--- src/rtl/decode_queue.sv ---
// rtl/decode_queue.sv - instruction decoder feeding a FIFO of decoded entries
module decode_queue #(
  parameter int XLEN       = 32,
  parameter int DEPTH      = 4,
  parameter int ZEXT_LOGIC = 1
) (
  input  logic                       clk,
  input  logic                       rst_n,
  input  logic                       flush,
  input  logic                       in_valid,
  output logic                       in_ready,
  input  logic [31:0]                in_instr,
  output logic                       out_valid,
  input  logic                       out_ready,
  output logic [5:0]                 out_opcode,
  output logic [4:0]                 out_rs,
  output logic [4:0]                 out_rt,
  output logic [4:0]                 out_rd,
  output logic [4:0]                 out_shamt,
  output logic [5:0]                 out_funct,
  output logic [25:0]                out_addr,
  output logic [XLEN-1:0]            out_imm,
  output logic [1:0]                 out_type,
  output logic                       out_jump,
  output logic                       out_branch,
  output logic                       out_load,
  output logic                       out_store,
  output logic                       out_illegal,
  output logic [$clog2(DEPTH):0]     count,
  output logic [15:0]                illegal_cnt
);

  localparam int AW = $clog2(DEPTH);
  localparam int CW = AW + 1;

  // Decoded entries; the raw word is kept because every field is a slice of it.
  logic [31:0]     instr_mem [DEPTH];
  logic [XLEN-1:0] imm_mem   [DEPTH];
  logic [1:0]      type_mem  [DEPTH];
  logic [4:0]      flag_mem  [DEPTH];

  logic [AW-1:0]   wr_ptr;
  logic [AW-1:0]   rd_ptr;

  logic [5:0]      dec_opcode;
  logic [1:0]      dec_type;
  logic            dec_zext;
  logic [XLEN-1:0] dec_imm;
  logic [4:0]      dec_flags;
  logic            push;
  logic            pop;

  assign dec_opcode = in_instr[31:26];

  // Classify the incoming opcode into R / I / J / illegal.
  always_comb begin
    dec_type = 2'd3;
    case (dec_opcode)
      6'h00: dec_type = 2'd0;
      6'h04, 6'h05, 6'h08, 6'h09, 6'h0A, 6'h0C, 6'h0D, 6'h0E, 6'h0F,
      6'h12, 6'h13, 6'h14, 6'h15, 6'h16, 6'h17, 6'h1C, 6'h1D,
      6'h23, 6'h2B: dec_type = 2'd1;
      6'h01, 6'h02, 6'h03: dec_type = 2'd2;
      default: dec_type = 2'd3;
    endcase
  end

  // Logical immediates (andi/ori/xori) may be zero-extended; everything else sign-extends.
  always_comb begin
    dec_zext = (ZEXT_LOGIC != 0) &&
               ((dec_opcode == 6'h0C) || (dec_opcode == 6'h0D) || (dec_opcode == 6'h0E));
    if (dec_zext)
      dec_imm = {{(XLEN-16){1'b0}}, in_instr[15:0]};
    else
      dec_imm = {{(XLEN-16){in_instr[15]}}, in_instr[15:0]};
  end

  // Flag order: jump, branch, load, store, illegal.
  assign dec_flags = {dec_type == 2'd2,
                      (dec_opcode == 6'h04) || (dec_opcode == 6'h05),
                      dec_opcode == 6'h23,
                      dec_opcode == 6'h2B,
                      dec_type == 2'd3};

  assign in_ready  = (count < CW'(DEPTH));
  assign out_valid = (count != '0);
  assign push      = in_valid && in_ready && !flush;
  assign pop       = out_valid && out_ready && !flush;

  // Store the decoded result at the write pointer; contents need no reset since count gates them.
  always_ff @(posedge clk) begin
    if (push) begin
      instr_mem[wr_ptr] <= in_instr;
      imm_mem[wr_ptr]   <= dec_imm;
      type_mem[wr_ptr]  <= dec_type;
      flag_mem[wr_ptr]  <= dec_flags;
    end
  end

  // Pointer and occupancy bookkeeping; flush wins over any same-cycle push or pop.
  always_ff @(posedge clk or negedge rst_n) begin
    if (!rst_n) begin
      wr_ptr <= '0;
      rd_ptr <= '0;
      count  <= '0;
    end else if (flush) begin
      wr_ptr <= '0;
      rd_ptr <= '0;
      count  <= '0;
    end else begin
      if (push) wr_ptr <= wr_ptr + AW'(1);
      if (pop)  rd_ptr <= rd_ptr + AW'(1);
      case ({push, pop})
        2'b10:   count <= count + CW'(1);
        2'b01:   count <= count - CW'(1);
        default: count <= count;
      endcase
    end
  end

  // Saturating count of accepted illegal instructions; survives flush.
  always_ff @(posedge clk or negedge rst_n) begin
    if (!rst_n)
      illegal_cnt <= '0;
    else if (push && dec_flags[0] && (illegal_cnt != 16'hFFFF))
      illegal_cnt <= illegal_cnt + 16'd1;
  end

  // Present the head entry, forced to zero whenever the queue is empty.
  always_comb begin
    out_opcode  = '0;
    out_rs      = '0;
    out_rt      = '0;
    out_rd      = '0;
    out_shamt   = '0;
    out_funct   = '0;
    out_addr    = '0;
    out_imm     = '0;
    out_type    = '0;
    out_jump    = 1'b0;
    out_branch  = 1'b0;
    out_load    = 1'b0;
    out_store   = 1'b0;
    out_illegal = 1'b0;
    if (out_valid) begin
      out_opcode  = instr_mem[rd_ptr][31:26];
      out_rs      = instr_mem[rd_ptr][25:21];
      out_rt      = instr_mem[rd_ptr][20:16];
      out_rd      = instr_mem[rd_ptr][15:11];
      out_shamt   = instr_mem[rd_ptr][10:6];
      out_funct   = instr_mem[rd_ptr][5:0];
      out_addr    = instr_mem[rd_ptr][25:0];
      out_imm     = imm_mem[rd_ptr];
      out_type    = type_mem[rd_ptr];
      {out_jump, out_branch, out_load, out_store, out_illegal} = flag_mem[rd_ptr];
    end
  end

endmodule

--- config.mk ---
export PLATFORM = sky130hd
export DESIGN_NAME = decode_queue
export DESIGN_NICKNAME = d
export VERILOG_FILES = /design/src/rtl/decode_queue.sv
export SDC_FILE = /design/constraint.sdc
export NUM_CORES = 1
export LEC_CHECK = 0
export ABC_AREA = 1
export CAP_MARGIN = 20
export CORE_UTILIZATION = 30
export CTS_BUF_LIST = sky130_fd_sc_hd__clkbuf_4 sky130_fd_sc_hd__clkbuf_8
export CTS_CLUSTER_SIZE = 14
export DETAILED_ROUTE_END_ITERATION = 10
export GPL_TIMING_DRIVEN = 0
export PLACE_DENSITY = 0.59
export SYNTH_ARGS = -nofsm -noshare
export SYNTH_HDL_FRONTEND = slang
export SYNTH_SLANG_ARGS = --single-unit
export TNS_END_PERCENT = 50
--- constraint.sdc ---
create_clock -name clk -period 3.4 [get_ports clk]
set_input_delay 0.68 -clock clk [delete_from_list [all_inputs] [get_ports clk]]
set_output_delay 0.68 -clock clk [all_outputs]
set_load 0.02 [all_outputs]
==> impl_metrics.env <==
# source this file to load flow results
export IMPL_vdd_ir_drop_worst_mv=0.468
export IMPL_n_clock_buffer=18
export IMPL_route_met2_wl_mm=9.31
export IMPL_design_seq_count=183
export IMPL_comb_area_share=0.204
export IMPL_grt_max_degree=30
export IMPL_drt_first_iter_violations=350
export IMPL_die_size_y_um=168
export IMPL_seq_area_frac=0.492
export IMPL_yosys_area_top_type_share=0.580
export IMPL_worst_skew_pair_late_latency_ns=0.47
export IMPL_clock_sinks=183
export IMPL_required_time_of_the_worst_setup_path_ns=2.72
export IMPL_yosys_warnings=0
export IMPL_grt_antenna_before_repair=1
export IMPL_power_density_nw_per_um2=892
export IMPL_worstHoldPathType="input port to asynchronous set/reset pin"
export IMPL_topCellsByArea="sky130_fd_sc_hd__edfxtp_1 58%, sky130_fd_sc_hd__nor2_1 8.3%, sky130_fd_sc_hd__dfrtp_1 7.0%"
export IMPL_detailedPlace_worstSlack_ns=-0.491
export IMPL_cts_resized=29
export IMPL_timing_reg2reg_worst_path_depth=4
export IMPL_syn_area_um2=8280
export IMPL_comb_area_um2=2230
export IMPL_clk_power_uw=1460
export IMPL_synthArstFlopShare=0.126
export IMPL_placed_cells=1257
export IMPL_io_pins=155
export IMPL_worst_setup_path_endpoint="out_imm[27]"
export IMPL_top_power_group="combinational logic"
export IMPL_ff2ff_setup_slack_ns=0.98
export IMPL_htreeDepth=4
export IMPL_largestClassByArea="registers"
export IMPL_cts_buffers_inserted=17
export IMPL_status="complete, no violations"
export IMPL_fp_dieArea_um2=28300
export IMPL_final_setup_viol_count=0
export IMPL_power_share_clock=0.150
export IMPL_seq_power_uw=2840
export IMPL_globalRouteTotalUtil=0.143
[synth_stat cells (16+ instances only)]
cell type,n
sky130_fd_sc_hd__o21bai_1,16
sky130_fd_sc_hd__nand3_1,22
sky130_fd_sc_hd__a21oi_1,44
sky130_fd_sc_hd__nand2_1,44
sky130_fd_sc_hd__nor2_1,182
sky130_fd_sc_hd__o21ai_0,74
sky130_fd_sc_hd__dfrtp_1,23
sky130_fd_sc_hd__buf_4,57
sky130_fd_sc_hd__inv_1,43
sky130_fd_sc_hd__edfxtp_1,160
sky130_fd_sc_hd__clkbuf_1,23
[sequential cells by signal (all words and copies together), names as in the netlist]
register,cells
instr_mem,96
rd_ptr,2
wr_ptr,2
flag_mem,20
imm_mem,36
type_mem,8
count,3
illegal_cnt,16
m2.png
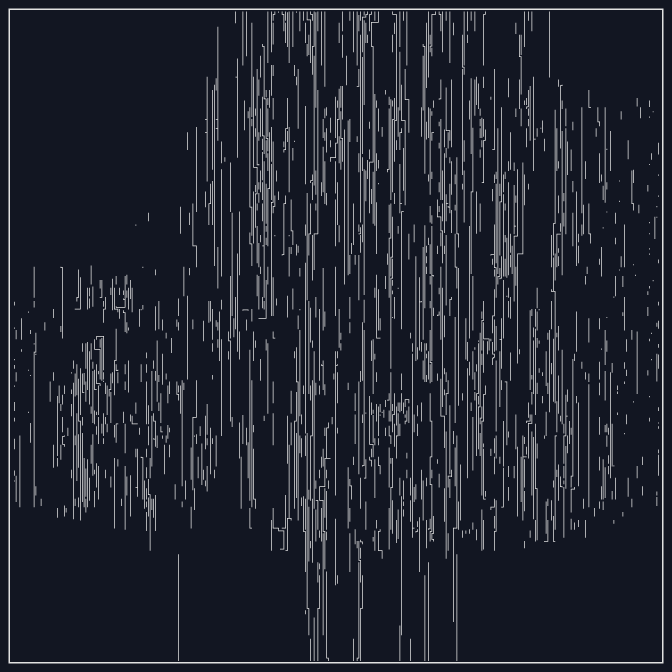
The longest straight run is 48.3 µm. The layer carries 9,310 µm of wire. The wires run mostly vertical. 741 nets have wire on it.

util_map.png
The die is cut into 17 by 17 equal tiles; white is low, dark blue is high, 0 to 100% covered.
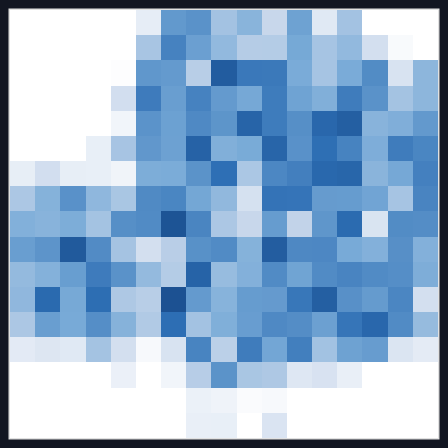
The mean over all tiles is 37%. The emptiest ninth of the die: north-west. The fullest tile reaches 87%. 23% of the tiles are nearly empty.
final standard cell utilization of the core: 0.405
core footprint: 27,000 µm²
fp_density: 0.306

congestion_map.png
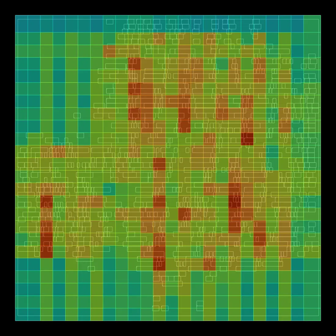
GR Layer Usage met2: 0.233
most crowded layer after global routing: met2

layers.png
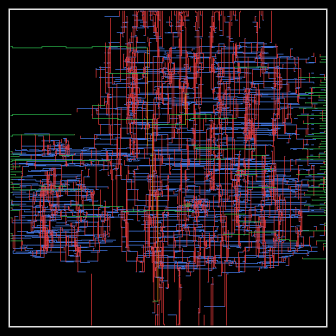
Key: M2 = red [wire length 9,310 µm]; M1 = blue [wire length 9,270 µm]; M4 = orange [wire length 172 µm]; M3 = green [wire length 1,100 µm]

